==> config.mk <==
export PLATFORM = sky130hd
export DESIGN_NAME = ritc_align_sequencer
export DESIGN_NICKNAME = d
export VERILOG_FILES = /design/src/rtl/ritc_align_sequencer.sv
export SDC_FILE = /design/constraint.sdc
export NUM_CORES = 1
export LEC_CHECK = 0
export CAP_MARGIN = 25
export CORE_MARGIN = 8
export CORE_UTILIZATION = 30
export DETAILED_ROUTE_END_ITERATION = 10
export GPL_TIMING_DRIVEN = 0
export SLEW_MARGIN = 20
export SYNTH_ARGS = -nofsm -noshare
export SYNTH_HDL_FRONTEND = slang
export SYNTH_SLANG_ARGS = --single-unit
==> constraint.sdc <==
create_clock -name user_clk_i -period 10.95 [get_ports user_clk_i]
set_input_delay 2.19 -clock user_clk_i [delete_from_list [all_inputs] [get_ports user_clk_i]]
set_output_delay 2.19 -clock user_clk_i [all_outputs]
set_load 0.005 [all_outputs]
==> src/rtl/ritc_align_sequencer.sv <==
// Per-bit alignment controller for the dual-RITC datapath: sweeps DPIDELAY over all taps,
// centres the widest stable eye, then bitslips until the training readback matches.
module ritc_align_sequencer #(
  parameter int SETTLE   = 64,
  parameter int MIN_EYE  = 4,
  parameter int MAX_SLIP = 8
) (
  input  logic        user_clk_i,
  input  logic        rst_n_i,
  input  logic        start_i,
  input  logic [7:0]  pattern_i,
  input  logic [5:0]  ch_mask_i,
  output logic        dp_sel_o,
  output logic        dp_wr_o,
  output logic [3:0]  dp_addr_o,
  output logic [31:0] dp_dat_o,
  input  logic [31:0] dp_dat_i,
  output logic        busy_o,
  output logic        done_o,
  output logic [6:0]  fail_count_o,
  output logic [6:0]  last_fail_o,
  output logic [6:0]  cur_sel_o,
  output logic [4:0]  cur_delay_o
);

  localparam int CW = $clog2(SETTLE + 1);
  localparam int SW = $clog2(MAX_SLIP + 1);
  localparam logic [CW-1:0] SETTLE_LAST = CW'(SETTLE - 1);
  localparam logic [SW-1:0] SLIP_LAST   = SW'(MAX_SLIP);
  localparam logic [5:0]    MIN_EYE_W   = 6'(MIN_EYE);
  localparam logic [3:0]    DP_TRAIN    = 4'd2;
  localparam logic [3:0]    DP_IDELAY   = 4'd4;
  localparam logic [1:0]    F_NONE      = 2'b00;
  localparam logic [1:0]    F_SLIP      = 2'b01;
  localparam logic [1:0]    F_LOAD      = 2'b10;

  typedef enum logic [3:0] {
    S_IDLE, S_SEL, S_DLOAD, S_WAIT_A, S_READ_A, S_WAIT_B, S_READ_B,
    S_EVAL, S_CENTER, S_WAIT_S, S_READ_S, S_SLIP, S_NEXT, S_DONE
  } state_t;

  state_t          state;
  logic [CW-1:0]   cnt;
  logic [SW-1:0]   slips;
  logic [7:0]      pattern;
  logic [5:0]      mask;
  logic [7:0]      cap_a;
  logic [7:0]      cap_b;
  logic [5:0]      run_len;
  logic [4:0]      run_start;
  logic [5:0]      best_len;
  logic [4:0]      best_start;

  logic            tap_good;
  logic [5:0]      nrun_len;
  logic [4:0]      nrun_start;
  logic [5:0]      nbest_len;
  logic [4:0]      nbest_start;
  logic [4:0]      centre;
  logic [2:0]      first_ch;
  logic [2:0]      nxt_ch;
  logic [6:0]      sel_inc;
  logic            unused_hi;

  assign unused_hi = ^dp_dat_i[31:8];

  // Lowest enabled channel at or above 'from'; 6 means none left.
  function automatic logic [2:0] next_ch(input logic [5:0] m, input logic [2:0] from);
    logic [2:0] r;
    r = 3'd6;
    for (int i = 5; i >= 0; i--) begin
      if (m[i] && (i >= int'(from))) r = 3'(i);
    end
    return r;
  endfunction

  function automatic logic [31:0] dp_word(input logic [1:0] flags, input logic [6:0] s,
                                          input logic [4:0] d);
    return {flags, 7'd0, s, 11'd0, d};
  endfunction

  function automatic logic [6:0] sat_inc(input logic [6:0] v);
    return (v == 7'd127) ? 7'd127 : v + 7'd1;
  endfunction

  always_comb begin
    tap_good    = (cap_a == cap_b) && (cap_a != 8'h00) && (cap_a != 8'hFF);
    nrun_len    = 6'd0;
    nrun_start  = run_start;
    nbest_len   = best_len;
    nbest_start = best_start;
    if (tap_good) begin
      nrun_len = run_len + 6'd1;
      if (run_len == 6'd0) nrun_start = cur_delay_o;
      // strictly greater: the first of equally wide runs is kept
      if (nrun_len > best_len) begin
        nbest_len   = nrun_len;
        nbest_start = nrun_start;
      end
    end
    centre   = nbest_start + 5'((nbest_len - 6'd1) >> 1);
    first_ch = next_ch(ch_mask_i, 3'd0);
    nxt_ch   = next_ch(mask, cur_sel_o[6:4] + 3'd1);
    sel_inc  = cur_sel_o + 7'd1;
  end

  always_ff @(posedge user_clk_i) begin
    if (!rst_n_i) begin
      state        <= S_IDLE;
      cnt          <= '0;
      slips        <= '0;
      run_len      <= '0;
      run_start    <= '0;
      best_len     <= '0;
      best_start   <= '0;
      dp_sel_o     <= 1'b0;
      dp_wr_o      <= 1'b0;
      dp_addr_o    <= '0;
      dp_dat_o     <= '0;
      busy_o       <= 1'b0;
      done_o       <= 1'b0;
      fail_count_o <= '0;
      last_fail_o  <= '0;
      cur_sel_o    <= '0;
      cur_delay_o  <= '0;
    end else begin
      dp_sel_o  <= 1'b0;
      dp_wr_o   <= 1'b0;
      dp_addr_o <= '0;
      dp_dat_o  <= '0;
      done_o    <= 1'b0;
      case (state)
        S_IDLE: begin
          if (start_i) begin
            pattern      <= pattern_i;
            mask         <= ch_mask_i;
            fail_count_o <= '0;
            last_fail_o  <= '0;
            busy_o       <= 1'b1;
            if (ch_mask_i == 6'd0) begin
              state <= S_DONE;
            end else begin
              cur_sel_o <= {first_ch, 4'd0};
              dp_sel_o  <= 1'b1;
              dp_wr_o   <= 1'b1;
              dp_addr_o <= DP_TRAIN;
              dp_dat_o  <= dp_word(F_NONE, {first_ch, 4'd0}, 5'd0);
              state     <= S_SEL;
            end
          end
        end
        S_SEL: begin
          run_len     <= '0;
          run_start   <= '0;
          best_len    <= '0;
          best_start  <= '0;
          cur_delay_o <= 5'd0;
          dp_sel_o    <= 1'b1;
          dp_wr_o     <= 1'b1;
          dp_addr_o   <= DP_IDELAY;
          dp_dat_o    <= dp_word(F_LOAD, cur_sel_o, 5'd0);
          state       <= S_DLOAD;
        end
        S_DLOAD: begin
          cnt   <= '0;
          state <= S_WAIT_A;
        end
        S_WAIT_A, S_WAIT_B, S_WAIT_S: begin
          if (cnt == SETTLE_LAST) begin
            dp_sel_o  <= 1'b1;
            dp_addr_o <= DP_TRAIN;
            state     <= (state == S_WAIT_A) ? S_READ_A :
                         (state == S_WAIT_B) ? S_READ_B : S_READ_S;
          end else begin
            cnt <= cnt + 1'b1;
          end
        end
        S_READ_A: begin
          cap_a <= dp_dat_i[7:0];
          cnt   <= '0;
          state <= S_WAIT_B;
        end
        S_READ_B: begin
          cap_b <= dp_dat_i[7:0];
          state <= S_EVAL;
        end
        S_EVAL: begin
          run_len    <= nrun_len;
          run_start  <= nrun_start;
          best_len   <= nbest_len;
          best_start <= nbest_start;
          dp_sel_o   <= 1'b1;
          dp_wr_o    <= 1'b1;
          dp_addr_o  <= DP_IDELAY;
          if (cur_delay_o == 5'd31) begin
            // last tap swept: this write loads the eye centre, or tap 0 for a closed eye
            state <= S_CENTER;
            if (nbest_len < MIN_EYE_W) begin
              cur_delay_o <= 5'd0;
              dp_dat_o    <= dp_word(F_LOAD, cur_sel_o, 5'd0);
            end else begin
              cur_delay_o <= centre;
              dp_dat_o    <= dp_word(F_LOAD, cur_sel_o, centre);
            end
          end else begin
            cur_delay_o <= cur_delay_o + 5'd1;
            dp_dat_o    <= dp_word(F_LOAD, cur_sel_o, cur_delay_o + 5'd1);
            state       <= S_DLOAD;
          end
        end
        S_CENTER: begin
          slips <= '0;
          cnt   <= '0;
          if (best_len < MIN_EYE_W) begin
            fail_count_o <= sat_inc(fail_count_o);
            last_fail_o  <= cur_sel_o;
            state        <= S_NEXT;
          end else begin
            state <= S_WAIT_S;
          end
        end
        S_READ_S: begin
          if (dp_dat_i[7:0] == pattern) begin
            state <= S_NEXT;
          end else if (slips == SLIP_LAST) begin
            fail_count_o <= sat_inc(fail_count_o);
            last_fail_o  <= cur_sel_o;
            state        <= S_NEXT;
          end else begin
            dp_sel_o  <= 1'b1;
            dp_wr_o   <= 1'b1;
            dp_addr_o <= DP_TRAIN;
            dp_dat_o  <= dp_word(F_SLIP, cur_sel_o, 5'd0);
            state     <= S_SLIP;
          end
        end
        S_SLIP: begin
          slips <= slips + 1'b1;
          cnt   <= '0;
          state <= S_WAIT_S;
        end
        S_NEXT: begin
          if (cur_sel_o[3:0] != 4'd11) begin
            cur_sel_o <= sel_inc;
            dp_sel_o  <= 1'b1;
            dp_wr_o   <= 1'b1;
            dp_addr_o <= DP_TRAIN;
            dp_dat_o  <= dp_word(F_NONE, sel_inc, 5'd0);
            state     <= S_SEL;
          end else if (nxt_ch == 3'd6) begin
            state <= S_DONE;
          end else begin
            cur_sel_o <= {nxt_ch, 4'd0};
            dp_sel_o  <= 1'b1;
            dp_wr_o   <= 1'b1;
            dp_addr_o <= DP_TRAIN;
            dp_dat_o  <= dp_word(F_NONE, {nxt_ch, 4'd0}, 5'd0);
            state     <= S_SEL;
          end
        end
        S_DONE: begin
          busy_o <= 1'b0;
          done_o <= 1'b1;
          state  <= S_IDLE;
        end
        default: state <= S_IDLE;
      endcase
    end
  end

endmodule

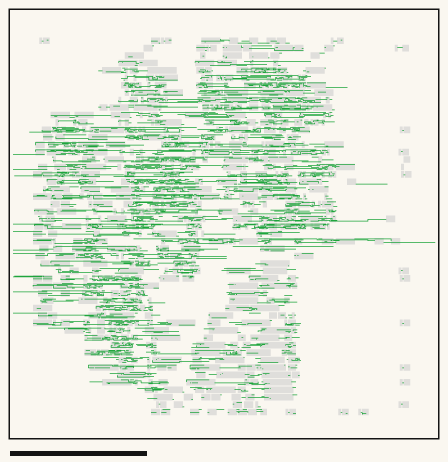
**Above:** signal wires on met1.
Scale bar: 50 um. Cells faint in the background.
nets with wire on the layer: 771
share of all routed wire: 45%
longest straight run: 38.6 um
wire length on this layer: 7210 um
met1 usage: 15.65%
post-detailed-routing wire length: 16200 um
routed via count: 5150

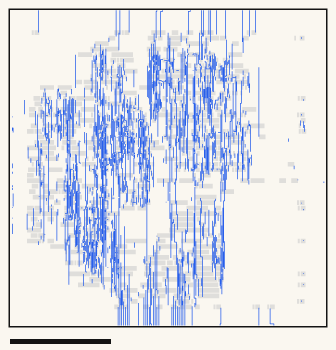
**Above:** the metal 2 layer.
Scale bar: 50 um. Cells faint in the background.
share of all routed wire: 47%
main direction: vertical
wire length on this layer: 7650 um

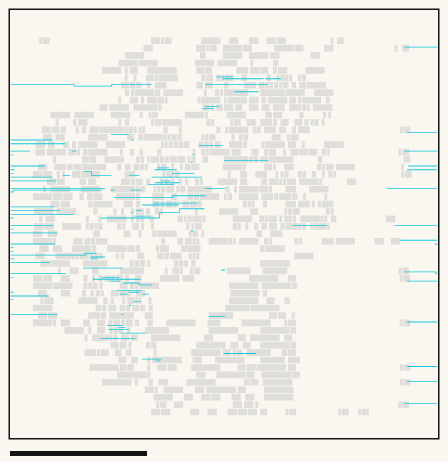
**Above:** metal 3.
Scale bar: 50 um. Cells faint in the background.
share of all routed wire: 6.4%
wire length on this layer: 1040 um

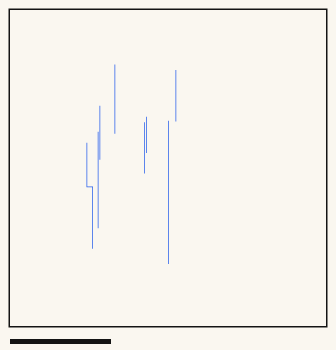
**Above:** M4 wires.
Scale bar: 50 um.
share of all routed wire: 1.9%
longest straight run: 70.7 um
nets with wire on the layer: 6
main direction: vertical
wire length on this layer: 302 um

==> summary.rpt <==
FLOW METRICS REPORT
----------------------------------------------------
[Layout]
  Final #Nets ........................ 851
  Area growth, synth to finish ........................ 28.75%
  Fin util ........................ about two fifths
  Number of fillers in the final layout ........................ 1936
  Number of standard cells in the layout, taps in and fillers out ........................ 1056
  Number of inserted diodes ........................ 0
  Share of layout cells above drive strength 1 ........................ under 10%
  Summed area of non-filler cells in the final layout ........................ 7654 sq um

[Route]
  Post-DR vias/cell ........................ 4.877
  Final routed DRC violation total ........................ 0
  DRT iter0 DRCs ........................ 437
  Antenna Violating Nets Remaining ........................ 0
  Routed len/inst ........................ 15.34 um
  Router iterations before antenna repair ........................ 5

[STA]
  Maximum achievable frequency ........................ ~220 MHz
  Unrepaired setup endpoints after global routing ........................ no
  Rel. slew slack ........................ 49.60%
  Setup Viol. Count Final ........................ 0
  Actual slew at the worst max-slew pin ........................ 0.7492 ns
  Skew final ........................ 0.007452 ns
  Number of pins exceeding their max-slew limit in the final report ........................ 0
  Post-route minimum period ........................ 4.622 ns
  Final worst path period share ........................ 42.21%
  Post-Route Setup TNS ........................ 0 ns
  Count of final hold-check violations ........................ 0

[Yosys]
  Mapped Cells ........................ 670
  Cells taking the most area after synthesis ........................ dfxtp_1 28%, edfxtp_1 15%, nor2_1 5.3%
  Average cell area after synthesis ........................ 8.872 sq um
  Yosys top cell area share ........................ 27.95%
  EDFF count, synth ........................ 30
  Total cells reported by yosys after synthesis ........................ approximately 670
  Seq/Total Area, Yosys ........................ 43.11%
  Area of the synthesized netlist per yosys stat ........................ 5944 sq um
  Ys async rst share ........................ 0%
  Main flop type after synthesis ........................ dfxtp_1
  Yosys top cell by area ........................ dfxtp_1
  Flop and latch count out of synthesis ........................ about 110
  Mapped Area ........................ roughly 6000 sq um
  Unique cell type count in the Yosys netlist ........................ 62
  Syn. warnings ........................ 0
  Leading post-synthesis cells by instance count ........................ 84 x nor2_1, 83 x dfxtp_1, 60 x nand2_1
  Dominant cell by count in the synthesized netlist ........................ nor2_1

[Floorplan]
  Number of standard-cell rows in the floorplan ........................ 51
  Floorplan-stage core utilization ........................ between 30 and 40%
  Number of primary I/O pins ........................ 115
  Area of the chip ........................ between 20000 and 25000 sq um
  Height of the die ........................ 156.8 um
  Floorplan core area ........................ 19460 sq um
  Die Wd ........................ about 160 um

[Power]
  Total net switching power ........................ 286.9 uW
  Maximum VDD drop ........................ 108.6 uV
  Cell internal power dissipation ........................ between 800 and 900 uW
  Power share of the combinational group ........................ 11.2%
  Share of power burned in registers ........................ roughly two fifths
  Power after layout ........................ 1.128 mW
  Static Leak ........................ 2.975 nW
  Switching portion of total power ........................ 25.44%
  Fraction of power consumed by the clock network ........................ 49.0%
  Power density over the cells ........................ 147.4 nW/um^2

[Critical path]
  Max stage delay on crit path ........................ 0.50 ns
  CP max stage cell ........................ dfxtp_1
  Capturing element type of the critical path ........................ flop
  Required time at the endpoint of the critical path ........................ between 10 and 15 ns
  WP data arrival ........................ approximately 4.9 ns
  Worst-path cell chain ........................ ha_1 > nand3_1 > xnor2_1 > ha_1 > a21oi_1 > nand2_1 > a211oi_1 > or3_4 > buf_6 > clkbuf_1 > o21ai_0 > ha_1 > fa_1 > a21o_1 > a21oi_1 > xnor2_1 > xnor2_1 > o211ai_1
  Setup CP Type ........................ reg -> reg
  Largest fanout on the critical path ........................ 10
  Startpoint class of the critical path ........................ flop

[Placement]
  Instance area after placement ........................ 7051 sq um
  Post-detailed-placement half-perimeter wirelength ........................ 11870 um
  Routability Congestion ........................ 0.8665
  # placed instances ........................ 1024
  Number of port buffers ........................ 70

[CTS]
  H-tree depth reported by CTS ........................ 4
  Total of cells resized after clock tree synthesis ........................ 0
  Post-CTS setup buffer count ........................ 0
  TritonCTS clock tree ........................ done
  Buffer cell driving the clock tree root ........................ clkbuf_16
  Clock insertion delay at the later pin of the skew report ........................ 0.42 ns
  Clock input transition at the sequential cells of the worst setup and hold paths ........................ around 0.050 ns
  # clock sinks ........................ between 100 and 150
  # hold bufs at CTS ........................ 0
  Deepest clock path buffer count ........................ 2
  Clock buffer count from CTS ........................ 17

[Job]
  Count of tool warnings ........................ approximately 55
  Max-cap check violation count ........................ 0

[GRT]
  Overflow after GRT ........................ 0
  Pin count of the biggest net entering global routing ........................ 17
  Overall global routing resource usage ........................ 13.38%
  Via count of the first global-routing pass ........................ 5108
  Antenna violations before repair ........................ 0
  Wire length of the first global-routing pass ........................ 25980 um

[Status]
  Run status ........................ finished clean

[Worst hold path]
  Hold/Removal Path Class ........................ reg -> reg

----------------------------------------------------
==> critical path, delay by kind of cell, from the launching register on <==
kind | cells | cell delay [ns]
buffers and inverters | 2 | 0.49
adder cells (fa/ha/maj) | 4 | 1.37
flip-flops | 1 | 0.50
XOR/XNOR | 3 | 0.71
AND-OR/OR-AND | 6 | 1.07
AND/OR/NAND/NOR | 3 | 0.37
==> registers in the layout (all words and copies together) (netlist names), 7 cells and up <==
register and count:
cur_sel_o 7, pattern 8, dp_dat_o 14, cap_b 8, cap_a 8, fail_count_o 7
last_fail_o 7, cnt 7
==> cell usage in the layout (no fill, tap or decap), types with 21 or more instances in the layout <==
master,count
mux2i_1,21
inv_1,23
clkdlybuf4s50_1,70
a21oi_1,38
edfxtp_1,30
dfxtp_1,83
nand2_1,60
nand3_1,21
ha_1,23
o21ai_0,45
xor2_1,29
nor2_1,83
==> area by class of cell <==
| type | count | area, sq um | share of cell area, % |
|---|---|---|---|
| Multi-Input combinational cell | 506 | 3107 | 40.59 |
| Sequential cell | 113 | 2562 | 33.48 |
| Timing Repair Buffer | 70 | 700.7 | 9.155 |
| Clock buffer | 21 | 503.0 | 6.572 |
| Tap cell | 265 | 331.6 | 4.332 |
| Buffer | 46 | 259.0 | 3.384 |
| Clock inverter | 11 | 100.1 | 1.308 |
| Inverter | 24 | 90.09 | 1.177 |
==> routing by layer <==
metal | wire length [um] | part of all wire (%) | vias to the layer above | GRT usage (%)
li1 | - | - | 2584 | -
met4 | 301 | 1.9 | 0 | 5.584
met5 | 0 | 0 | - | 0
met3 | 1038 | 6.4 | 23 | 4.137
met1 | 7209 | 45 | 2389 | 15.65
met2 | 7650 | 47 | 154 | 22.31
==> power groups by stage <==
stage                     logic (mW)  registers [mW]  clock network, mW
after floorplan               0.0770           0.456                  0
after global placement         0.124           0.458                  0
after detailed placement       0.124           0.457                  0
after CTS                      0.125           0.449              0.562
after global routing           0.138           0.450              0.582
final                          0.126           0.449              0.553
==> kinds of logic (layout without fill, tap and decap cells) <==
logic type	Yosys count	in the layout	synth area share, %
AND/OR/NAND/NOR	241	241	18.94
AND-OR/OR-AND	159	159	17.26
flip-flops	113	113	43.11
buffers and inverters	70	172	5.872
XOR/XNOR	41	41	6.041
adder cells (fa/ha/maj)	24	24	5.178
multiplexers	21	21	3.536
other	1	20	0.06308
==> per-stage QoR <==
step	worst slack [ns]	hold slack [ns]
final	6.328	0.4589
after global routing	5.936	0.4755
after CTS	6.343	0.4553
after detailed placement	6.340	0.4476
after global placement	6.233	0.4361
after floorplan	6.966	0.4249
==> final timing paths <==
| path | startpoint | to | slack (ns) | cells after the start |
|---|---|---|---|---|
| setup / recovery | run_len[0] | cur_delay_o[4] | 6.33 | 18 |
| hold / removal | best_start[0] | best_start[0] | 0.46 | 2 |
| setup reg to reg | run_len[0] | cur_delay_o[4] | 6.33 | 18 |
| hold reg to reg | best_start[0] | best_start[0] | 0.46 | 2 |
Power is estimated from default activity; no workload was simulated.
